==> config.mk <==
export PLATFORM = sky130hd
export DESIGN_NAME = spi_byte_link
export DESIGN_NICKNAME = d
export VERILOG_FILES = /design/src/rtl/spi_byte_link_pkg.sv /design/src/rtl/spi_byte_link_fifo.sv /design/src/rtl/spi_byte_link.sv
export SDC_FILE = /design/constraint.sdc
export NUM_CORES = 1
export LEC_CHECK = 0
export CORE_MARGIN = 4
export CORE_UTILIZATION = 55
export DETAILED_ROUTE_END_ITERATION = 7
export DONT_BUFFER_PORTS = 1
export HOLD_SLACK_MARGIN = 0.02
export PLACE_DENSITY = 0.74
export SLEW_MARGIN = 20
export SYNTH_ARGS = -nofsm -noshare
export SYNTH_HDL_FRONTEND = slang
export SYNTH_HIERARCHICAL = 1
export SYNTH_SLANG_ARGS = --single-unit
==> constraint.sdc <==
create_clock -name clk -period 6.7 [get_ports clk]
set_clock_uncertainty 0.05 [all_clocks]
set_input_delay 1.34 -clock clk [delete_from_list [all_inputs] [get_ports clk]]
set_output_delay 1.34 -clock clk [all_outputs]
set_load 0.01 [all_outputs]
==> src/rtl/spi_byte_link_pkg.sv <==
// Shared constants for the SPI byte link: default synchroniser depth,
// default receive FIFO depth and the level driven on MISO while deselected.
package spi_byte_link_pkg;

  localparam int SPI_SYNC_STAGES_DEFAULT = 2;
  localparam int SPI_FIFO_DEPTH_DEFAULT  = 16;
  localparam logic SPI_IDLE_MISO         = 1'b0;

  typedef logic [7:0] spi_byte_t;

endpackage

==> src/rtl/spi_byte_link_fifo.sv <==
// Single-clock FIFO with a registered head: dout/valid/count all change on
// the same edge, so a consumer never sees a head byte that disagrees with valid.
module byte_fifo #(
  parameter int WIDTH = 8,
  parameter int DEPTH = 16
) (
  input  logic                           clk,
  input  logic                           reset,
  input  logic                           push,
  input  logic [WIDTH-1:0]               din,
  input  logic                           pop,
  output logic [WIDTH-1:0]               dout,
  output logic                           valid,
  output logic [$clog2(DEPTH+1)-1:0]     count,
  output logic                           full
);

  localparam int AW = (DEPTH > 1) ? $clog2(DEPTH) : 1;
  localparam int CW = $clog2(DEPTH + 1);

  logic [WIDTH-1:0] r_mem [DEPTH];
  logic [AW-1:0]    r_wr_ptr;
  logic [AW-1:0]    r_rd_ptr;
  logic [CW-1:0]    r_count;
  logic [WIDTH-1:0] r_dout;
  logic             r_valid;

  logic             w_full;
  logic             w_do_pop;
  logic             w_do_push;
  logic [AW-1:0]    w_rd_next;
  logic [CW-1:0]    w_count_next;
  logic [CW-1:0]    w_remaining;
  logic [WIDTH-1:0] w_dout_next;

  // Popping an empty FIFO is ignored; a full FIFO still accepts a push when it pops in the same cycle.
  assign w_full       = (r_count == CW'(DEPTH));
  assign w_do_pop     = pop && r_valid;
  assign w_do_push    = push && (!w_full || w_do_pop);
  assign w_rd_next    = w_do_pop ? r_rd_ptr + AW'(1) : r_rd_ptr;
  assign w_count_next = r_count + CW'(w_do_push) - CW'(w_do_pop);
  assign w_remaining  = r_count - CW'(w_do_pop);

  // The new head is either an entry already stored or, when nothing else remains, the byte being pushed.
  always_comb begin
    w_dout_next = r_dout;
    if (w_remaining == '0) begin
      if (w_do_push) begin
        w_dout_next = din;
      end
    end else begin
      w_dout_next = r_mem[w_rd_next];
    end
  end

  always_ff @(posedge clk) begin
    if (w_do_push) begin
      r_mem[r_wr_ptr] <= din;
    end
  end

  always_ff @(posedge clk) begin
    if (reset) begin
      r_wr_ptr <= '0;
      r_rd_ptr <= '0;
      r_count  <= '0;
      r_dout   <= '0;
      r_valid  <= 1'b0;
    end else begin
      if (w_do_push) begin
        r_wr_ptr <= r_wr_ptr + AW'(1);
      end
      r_rd_ptr <= w_rd_next;
      r_count  <= w_count_next;
      r_dout   <= w_dout_next;
      r_valid  <= (w_count_next != '0);
    end
  end

  assign dout  = r_dout;
  assign valid = r_valid;
  assign count = r_count;
  assign full  = w_full;

endmodule

==> src/rtl/spi_byte_link.sv <==
// SPI mode-0 slave front end: oversamples the SPI pins in the clk domain,
// queues received MSB-first bytes and shifts the controller's status byte out.
module spi_byte_link
  import spi_byte_link_pkg::*;
#(
  parameter int FIFO_DEPTH  = SPI_FIFO_DEPTH_DEFAULT,
  parameter int SYNC_STAGES = SPI_SYNC_STAGES_DEFAULT
) (
  input  logic                              clk,
  input  logic                              reset,
  input  logic                              spi_sck,
  input  logic                              spi_cs_n,
  input  logic                              spi_mosi,
  output logic                              spi_miso,
  input  logic [7:0]                        status_byte,
  output logic [7:0]                        out_byte,
  output logic                              out_valid,
  input  logic                              pop,
  output logic [$clog2(FIFO_DEPTH+1)-1:0]   fifo_count,
  output logic                              overflow
);

  // Handshake to the controller: out_byte is meaningful while out_valid is
  // high; a one-cycle pop with out_valid high consumes it and the next head
  // (or out_valid low) is presented on the following cycle.

  logic [SYNC_STAGES-1:0] r_sck_sync;
  logic [SYNC_STAGES-1:0] r_cs_n_sync;
  logic [SYNC_STAGES-1:0] r_mosi_sync;
  logic [SYNC_STAGES-1:0] r_sync_live;
  logic                   r_sck_d;
  logic                   r_cs_n_d;
  logic                   r_armed;
  logic [2:0]             r_bit_cnt;
  spi_byte_t              r_rx_shift;
  spi_byte_t              r_tx_shift;
  logic                   r_miso;
  logic                   r_overflow;

  logic      w_sck;
  logic      w_cs_n;
  logic      w_mosi;
  logic      w_rise;
  logic      w_fall;
  logic      w_sel;
  logic      w_cs_fall;
  logic      w_rx_bit;
  logic      w_push;
  spi_byte_t w_rx_byte;
  logic      w_full;

  always_ff @(posedge clk) begin
    if (reset) begin
      r_sck_sync  <= '0;
      r_cs_n_sync <= '1;
      r_mosi_sync <= '0;
      r_sync_live <= '0;
      r_sck_d     <= 1'b0;
      r_cs_n_d    <= 1'b1;
    end else begin
      r_sck_sync  <= {r_sck_sync[SYNC_STAGES-2:0], spi_sck};
      r_cs_n_sync <= {r_cs_n_sync[SYNC_STAGES-2:0], spi_cs_n};
      r_mosi_sync <= {r_mosi_sync[SYNC_STAGES-2:0], spi_mosi};
      r_sync_live <= {r_sync_live[SYNC_STAGES-2:0], 1'b1};
      r_sck_d     <= w_sck;
      r_cs_n_d    <= w_cs_n;
    end
  end

  assign w_sck     = r_sck_sync[SYNC_STAGES-1];
  assign w_cs_n    = r_cs_n_sync[SYNC_STAGES-1];
  assign w_mosi    = r_mosi_sync[SYNC_STAGES-1];
  assign w_rise    = w_sck && !r_sck_d;
  assign w_fall    = !w_sck && r_sck_d;
  assign w_sel     = !w_cs_n;
  assign w_cs_fall = r_cs_n_d && !w_cs_n;

  // The preset cs_n=1 must not count as "seen high"; arming waits until real pin samples fill the chain.
  always_ff @(posedge clk) begin
    if (reset) begin
      r_armed <= 1'b0;
    end else if (r_sync_live[SYNC_STAGES-1] && w_cs_n) begin
      r_armed <= 1'b1;
    end
  end

  assign w_rx_bit  = w_rise && w_sel && r_armed;
  assign w_rx_byte = {r_rx_shift[6:0], w_mosi};
  assign w_push    = w_rx_bit && (r_bit_cnt == 3'd7);

  always_ff @(posedge clk) begin
    if (reset) begin
      r_bit_cnt  <= 3'd0;
      r_rx_shift <= '0;
    end else if (!w_sel) begin
      r_bit_cnt <= 3'd0;
    end else if (w_rx_bit) begin
      r_rx_shift <= w_rx_byte;
      r_bit_cnt  <= r_bit_cnt + 3'd1;
    end
  end

  // bit_cnt==0 on a fall means a whole byte just completed, so a fresh status byte is loaded.
  always_ff @(posedge clk) begin
    if (reset) begin
      r_tx_shift <= '0;
      r_miso     <= SPI_IDLE_MISO;
    end else if (!w_sel) begin
      r_miso <= SPI_IDLE_MISO;
    end else if (w_cs_fall) begin
      r_tx_shift <= status_byte;
      r_miso     <= status_byte[7];
    end else if (w_fall && r_armed) begin
      if (r_bit_cnt == 3'd0) begin
        r_tx_shift <= status_byte;
        r_miso     <= status_byte[7];
      end else begin
        r_tx_shift <= {r_tx_shift[6:0], 1'b0};
        r_miso     <= r_tx_shift[6];
      end
    end
  end

  byte_fifo #(
    .WIDTH (8),
    .DEPTH (FIFO_DEPTH)
  ) u_fifo (
    .clk   (clk),
    .reset (reset),
    .push  (w_push),
    .din   (w_rx_byte),
    .pop   (pop),
    .dout  (out_byte),
    .valid (out_valid),
    .count (fifo_count),
    .full  (w_full)
  );

  always_ff @(posedge clk) begin
    if (reset) begin
      r_overflow <= 1'b0;
    end else begin
      r_overflow <= w_push && w_full && !(pop && out_valid);
    end
  end

  assign spi_miso = r_miso;
  assign overflow = r_overflow;

endmodule

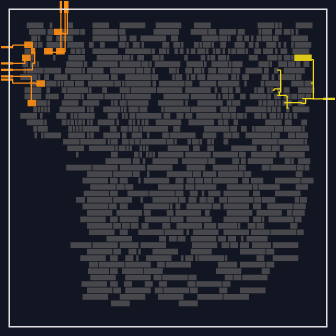
(images/port_trees.png)
legend:
  orange:
    port: status_byte
    direction: input
    edge: 5 left, 3 top
    end_cells: 8
    buffers: 0
    wire: 125 µm
  yellow:
    port: out_valid
    direction: output
    edge: right
    end_cells: 1
    buffers: 0
    wire: 66.0 µm
I/O pin total: 30
PortBufs: 0

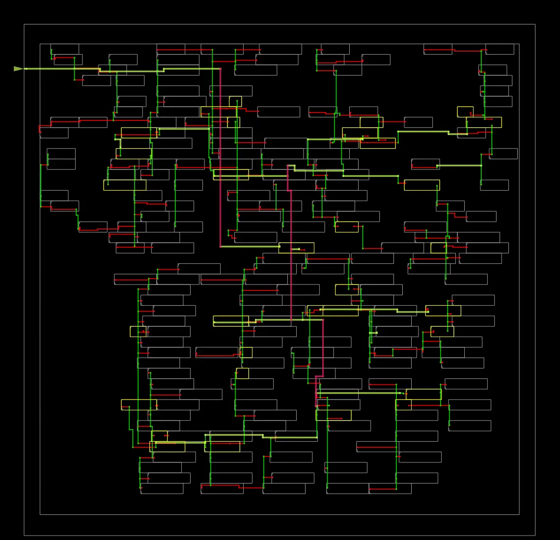
(images/clock_nets.png)
clock sink count: 180
clock latency of the later-clocked register in the worst-skew pair: 0.44 ns
power in the clock group: 1.02 mW
number of buffers created by CTS: 17
count of clock-net buffers in the final layout: 17

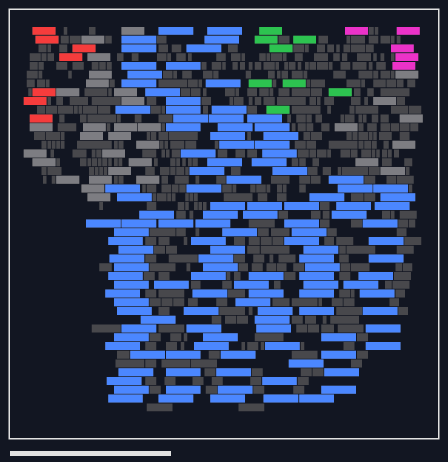
(images/ff_map.png)
Bar = 50 µm. Other sequential cells in the stronger gray, the rest of the logic in the fainter gray.
legend:
  red:
    name_in_the_netlist: r_tx_shift
    sequential_cells: 7
    where: top left
  green:
    name_in_the_netlist: u_fifo/dout
    sequential_cells: 8
  blue:
    name_in_the_netlist: u_fifo/r_mem
    sequential_cells: 128
  magenta:
    name_in_the_netlist: u_fifo/count
    sequential_cells: 5
    where: top right
Sequential Area: 4886 µm²
sequential cell area share: 52.70%
power in sequential cells: 1.29 mW
final design utilization: 60.76%

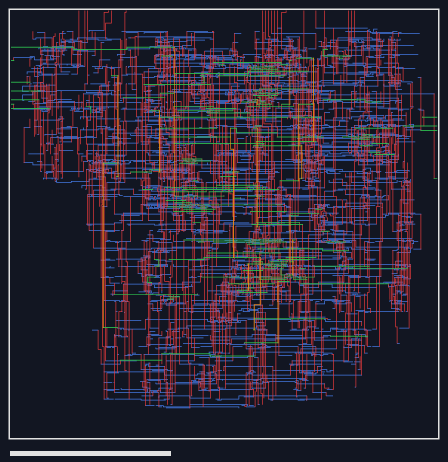
(images/layers.png)
Bar = 50 µm.
legend:
  blue:
    layer: M1
    wire_length: 8,010 µm
  orange:
    layer: M4
    wire_length: 371 µm
  red:
    layer: M2
    wire_length: 9,440 µm
  green:
    layer: M3
    wire_length: 1,440 µm
overall routing resource usage: 22.03%
mean routed wirelength per cell: 22.01 µm
total wirelength of the detailed-routed design: 19.26 mm
total via count in the routed design: 5,723

==> run notes <==
Flow results follow.

At the end of the flow, the number of nets in the layout was slightly below 700. The post-synthesis instance total is approximately 670. In this run, post-CTS repair resized a total of 0 instances. The length of routed met2 wiring is 9.440 mm.

At floorplan, the net count of the design was reported as 704. The final cell count without fillers is between 800 and 900. Looking at the global route congestion table, the highest-usage layer is met2. After synthesis, the mean cell area works out to 12.76 µm².

The total core area is 15,260 µm². The x dimension of the die is 133.0 µm. The first-pass detailed-route iteration total is 6. The met3 capacity usage during global routing is 6.388%. Sequential elements use 56.88% of the synthesized area. The transition time recorded at the tightest slew-check pin is 1.109 ns. The count of instantiated cells in the yosys netlist is 673. The post-route worst setup slack is 3.131 ns. The number of enable flip-flop cells is 128. Summed over all cells, the static leakage comes to 3.124 nW. The final critical path takes up 53.27% of the cycle. The row count is 45. Hold timing on the final database bottoms out at a slack of approximately 0.37 ns.

The flip-flop cell with the highest count after synthesis is sky130_fd_sc_hd__edfxtp_1. The warning total across the stage logs is 33. The power density normalized to cell area is 320.3 nW/µm². The via count of the first global-routing pass is 5,571.

The maximum fanout along the worst path is 21. The overall die size recorded for this design is ~18,000 µm². The met2 routing resource usage after global routing is 35.92%. From bottom edge to top edge, the die measures 133.0 µm.

For this run the aggregate overflow at the end of global routing stands at 0. The flow ran to the end, and the final reports show no timing, DRC or antenna violations. The routed layout reports a DRC error count of 0.

The path class of the lowest-slack min-delay path is flop to flop. The root buffer cell chosen for the clock tree is sky130_fd_sc_hd__clkbuf_16. For reference, the final report shows the hold violation count at 0.

After detailed placement, the total cell area comes to 8641 µm². The endpoint arrival time on the critical path is 3.88 ns. The detailed router put a total of between 8 and 9 mm of wire on met1.

After clock tree synthesis, the flow added hold-fix buffers numbering 0. The count of final max-slew check failures is 0. Ranking logic cells in the layout by count gives the top entries sky130_fd_sc_hd__edfxtp_1, sky130_fd_sc_hd__mux2i_1, sky130_fd_sc_hd__a221oi_1, sky130_fd_sc_hd__dfxtp_1. The wire length of the first global-routing pass is 29.82 mm. For this run, global-route usage on met1 was measured as between 20 and 30%.

The worst slew margin relative to its limit is 25.49%. The overall power consumption is 2.970 mW. After detailed routing, the met3 layer carries 1.436 mm of wire. The maximum clock frequency is around 280 MHz. The share of the core area taken by cells at floorplan is 56.29%. The number of antenna violations at the first check in global routing is 0. The worst setup path is launched from a primary input. The maximum ir drop on the vdd rail is 0.2170 mV. The fraction of synthesis flops using an asynchronous set or reset pin is 0%. For the completed layout, the total cell area is recorded as 9271 µm². Per the post-CTS timing run, clock transition at the registers of the reported paths is 0.07 ns. In the synthesis report, Yosys lists the chip area as between 8000 and 9000 µm².

The TritonCTS clock tree is done. For this run the detailed placement stage logged an HPWL of 12.21 mm. The placed instance count is between 800 and 900. Entering global routing, the biggest net connects 49 pins. The deepest clock path buffer count is 2. The area growth from synthesis to layout is 7.955%.

Across the run, the number of max-cap violations was 0. The weighted congestion at the end of routability-driven global placement is 0.8418. Setup repair after global routing left no endpoint under its margin. The smallest clock period supported by the final layout is computed as 3.569 ns. Fill cells in the final layout number 1,131. The number of antenna diodes in the final layout is 0. The synthesis-stage register bit count is 180.

The highest-count logic cell in the final layout is sky130_fd_sc_hd__edfxtp_1. The endpoint type of the worst setup path is a flop. The number of levels the H-tree was split into is 4.

Dividing the detail-routed via count by the number of cells gives 6.541. In this run, the number of DRC markers left after iteration 0 of detailed routing was between 600 and 700. The number of different library cells used by synthesis comes to 59. At the placement stage, the worst setup path has a slack of 2.203 ns.

The remaining number of nets flagged by the antenna check after routing is 0. The required time of the critical path is 7.01 ns. From the final report, the count of setup violators was given as 0.

The number of buffers inserted to repair setup after CTS is 0. The highest layer touched by signal routing is met4. The Yosys warning count is 6.

The share of layout cells above drive strength 1 is 12.50%. The critical path in this run is classified as primary input to flop. The total standard cell area after synthesis is 8588 µm². The final sum of negative setup slack is 0 ns.
-- cells in the mapped netlist (all sizes together) (3+ instances only) --
| cell | n | share of area (%) |
|---|---|---|
| o21ai | 14 | 0.99 |
| a21oi | 20 | 1.3 |
| or2 | 3 | 0.22 |
| a222oi | 6 | 0.70 |
| nand3 | 4 | 0.23 |
| o22ai | 8 | 0.58 |
| nand4 | 3 | 0.22 |
| clkbuf | 18 | 0.80 |
| a41o | 8 | 0.93 |
| buf | 32 | 2.5 |
| a211oi | 7 | 0.61 |
| nor3 | 6 | 0.41 |
| edfxtp | 128 | 45 |
| a31oi | 13 | 0.95 |
| nand2 | 51 | 2.2 |
| ha | 16 | 2.3 |
| mux4 | 14 | 3.7 |
| inv | 30 | 1.3 |
| xnor2 | 7 | 0.71 |
| a221oi | 64 | 7.3 |
| dfxtp | 52 | 12 |
| a2111oi | 4 | 0.41 |
| nor2 | 50 | 2.2 |
| nand2b | 6 | 0.52 |
| mux2i | 67 | 7.8 |
| xor2 | 3 | 0.31 |
| a21boi | 3 | 0.31 |
| nor2b | 13 | 0.95 |
-- cell families after synthesis --
group | share of synthesized area, %
AOI/OAI and AO/OA | 14.95
and+or+nand+nor | 8.508
adders and majority gates | 2.564
buffers and inverters | 4.604
xor gates and xnor gates | 1.020
DFF | 56.88
muxes | 11.48
-- power by group --
| group | switching [mW] | internal (mW) | leakage (nW) |
|---|---|---|---|
| Sequential | 0.0663 | 1.22 | 1.59 |
| Combinational | 0.387 | 0.273 | 1.23 |
| Clock | 0.477 | 0.544 | 0.306 |
| Total | 0.931 | 2.04 | 3.12 |
-- layout make-up --
| cell class | instances | area, µm² | share of cell area, % |
|---|---|---|---|
| Sequential cell | 180 | 4886 | 52.70 |
| Multi-Input combinational cell | 413 | 3318 | 35.79 |
| Clock buffer | 17 | 425.4 | 4.588 |
| Tap cell | 211 | 264.0 | 2.848 |
| Clock inverter | 15 | 197.7 | 2.132 |
| Inverter | 30 | 112.6 | 1.215 |
| Timing Repair Buffer | 9 | 67.56 | 0.7287 |
-- sequential cells by signal, indices dropped and copies added (netlist names), 2 cells and up --
signal and count:
r_bit_cnt 3, r_cs_n_sync 2, r_mosi_sync 2, r_rx_shift 7, r_sck_sync 2, r_sync_live 2
r_tx_shift 7, u_fifo/count 5, u_fifo/dout 8, u_fifo/r_mem 128, u_fifo/r_rd_ptr 4, u_fifo/r_wr_ptr 4
-- path summary, 6_finish.rpt --
check / start / to / slack (ns) / cells past startpoint
hold / removal: r_cs_n_sync[0] / r_cs_n_sync[1] / 0.37 / 1
hold reg to reg: r_cs_n_sync[0] / r_cs_n_sync[1] / 0.37 / 1
setup reg to reg: u_fifo/r_rd_ptr[1] / u_fifo/dout[4] / 3.36 / 8
setup / recovery: pop / u_fifo/dout[7] / 3.13 / 8
-- critical path, stage by stage --
cell and delay, ns:
sky130_fd_sc_hd__nand2_2 0.44, sky130_fd_sc_hd__inv_1 0.39, sky130_fd_sc_hd__ha_1 0.33, sky130_fd_sc_hd__nand2b_1 0.16, sky130_fd_sc_hd__and3b_1 0.19, sky130_fd_sc_hd__nor3_2 0.48
sky130_fd_sc_hd__nand2_1 0.30, sky130_fd_sc_hd__a41oi_1 0.23
No activity file was given, so power comes from the tool's default toggle rates.
